===== src/rtl/fcmple_core.sv =====
// Single-precision "A <= B" comparator for the branch unit. Denormals flush to zero.
// Result bit 0 carries the outcome. LATENCY=0 is combinational and LATENCY=1 adds one output register.
module fcmple_core #(
  parameter int unsigned LATENCY = 0
) (
  input  logic        clk,
  input  logic        reset,
  input  logic [31:0] s_axis_a_tdata,
  input  logic [31:0] s_axis_b_tdata,
  output logic [7:0]  m_axis_result_tdata
);

  logic        a_nan, b_nan;
  logic        a_zero, b_zero;
  logic        a_neg, b_neg;
  logic [30:0] a_mag, b_mag;
  logic        le;
  logic [7:0]  result_d, result_q;

  always_comb begin
    a_nan  = (s_axis_a_tdata[30:23] == 8'hFF) && (s_axis_a_tdata[22:0] != 23'd0);
    b_nan  = (s_axis_b_tdata[30:23] == 8'hFF) && (s_axis_b_tdata[22:0] != 23'd0);
    a_zero = (s_axis_a_tdata[30:23] == 8'h00);
    b_zero = (s_axis_b_tdata[30:23] == 8'h00);
    // Flushed zeros count as positive with zero magnitude, whatever their sign bit.
    a_neg  = s_axis_a_tdata[31] & ~a_zero;
    b_neg  = s_axis_b_tdata[31] & ~b_zero;
    a_mag  = a_zero ? 31'd0 : s_axis_a_tdata[30:0];
    b_mag  = b_zero ? 31'd0 : s_axis_b_tdata[30:0];
  end

  always_comb begin
    le = 1'b0;
    if (a_nan || b_nan) begin
      le = 1'b0;
    end else if (a_zero && b_zero) begin
      le = 1'b1;
    end else if (a_neg && !b_neg) begin
      le = 1'b1;
    end else if (!a_neg && b_neg) begin
      le = 1'b0;
    end else if (!a_neg) begin
      le = (a_mag <= b_mag);
    end else begin
      le = (a_mag >= b_mag);
    end
    result_d = {7'd0, le};
  end

  // The register always exists. With LATENCY=0 it simply has no load, and synthesis removes it.
  always_ff @(posedge clk) begin
    if (reset) begin
      result_q <= 8'h00;
    end else begin
      result_q <= result_d;
    end
  end

  generate
    if (LATENCY == 0) begin : g_comb
      assign m_axis_result_tdata = result_d;
    end else begin : g_reg
      assign m_axis_result_tdata = result_q;
    end
  endgenerate

endmodule


===== config.mk =====
export PLATFORM = sky130hd
export DESIGN_NAME = fcmple_core
export DESIGN_NICKNAME = d
export VERILOG_FILES = /design/src/rtl/fcmple_core.sv
export SDC_FILE = /design/constraint.sdc
export NUM_CORES = 1
export LEC_CHECK = 0
export CAP_MARGIN = 15
export CORE_UTILIZATION = 41
export DETAILED_ROUTE_END_ITERATION = 16
export PLACE_DENSITY = 0.85
export SYNTH_ARGS = -nofsm -noshare
export SYNTH_HDL_FRONTEND = slang
export SYNTH_SLANG_ARGS = --single-unit

===== constraint.sdc =====
create_clock -name vclk -period 4.4
set_input_delay 0.66 -clock vclk [all_inputs]
set_output_delay 0.66 -clock vclk [all_outputs]
set_load 0.01 [all_outputs]

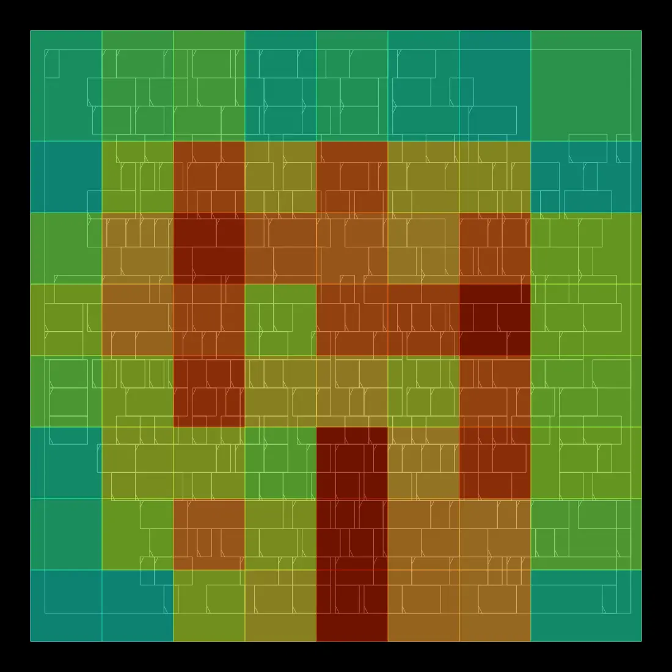
(routing congestion)
GRT Util Overall: 25.83%
met1 Usage GRT: 30.56%
grt met2 use: 50.81%
M3 GR Usage: 1.092%

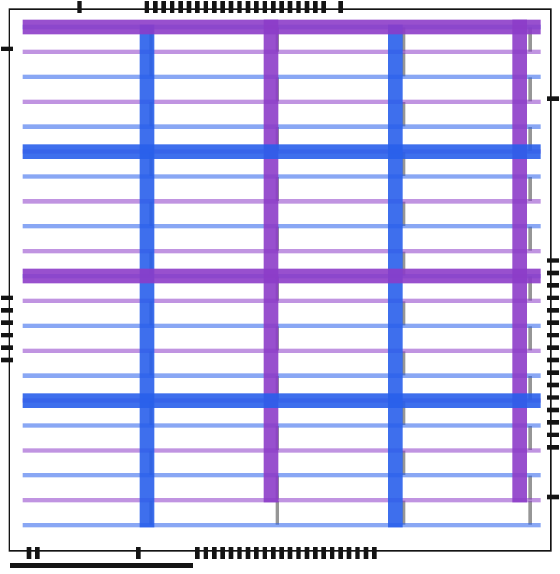
(power grid)
Bar = 20 um. Pins as bars on the die edge. Tap cells in grey.
[blue] VSS
[purple] VDD
met5 straps: 4
tap cells: 44
rows: 20

==> impl_metrics.yaml <==
# generated from flow reports
sta:
  fmax_mhz: 236.1
  finalSetupTns_ns: 0
  rsz0062_at_grt: "false"
worst_setup_path:
  path_cells: "clkdlybuf4s50_1 > nor4_4 > nand2_2 > and2_1 > ha_1 > nand4_4 > or4_4 > a311oi_4 > inv_1 > a311oi_2 > buf_2"
  critical_path_arrival_ns: 3.58
  cp_top_family: "simple AND/OR/NAND/NOR gates"
layout:
  buf_share_pct: 36.96
  final_area_um2: 2211
  antenna_cells: 0
run_status:
  outcome: "complete, no violations"
power_and_ir_drop:
  pg_seq_uw: 0
grt:
  grt_pass1_wl_mm: 7.051
  antenna_found_initial: 0
drt:
  m1WireLength_mm: 1.796
  vias: 1712
  first_pass_iters: 4
synth:
  avgSynthCellArea_um2: 6.827
  synth_xor_xnor_area_share_pct: 0
  topCellsByArea: "ha_1 (29%), and2_1 (11%), nand2_1 (10%)"
  synthAoiAreaFrac_pct: 13.53
floorplanning:
  ios: 74
  die_area_um2: 3479
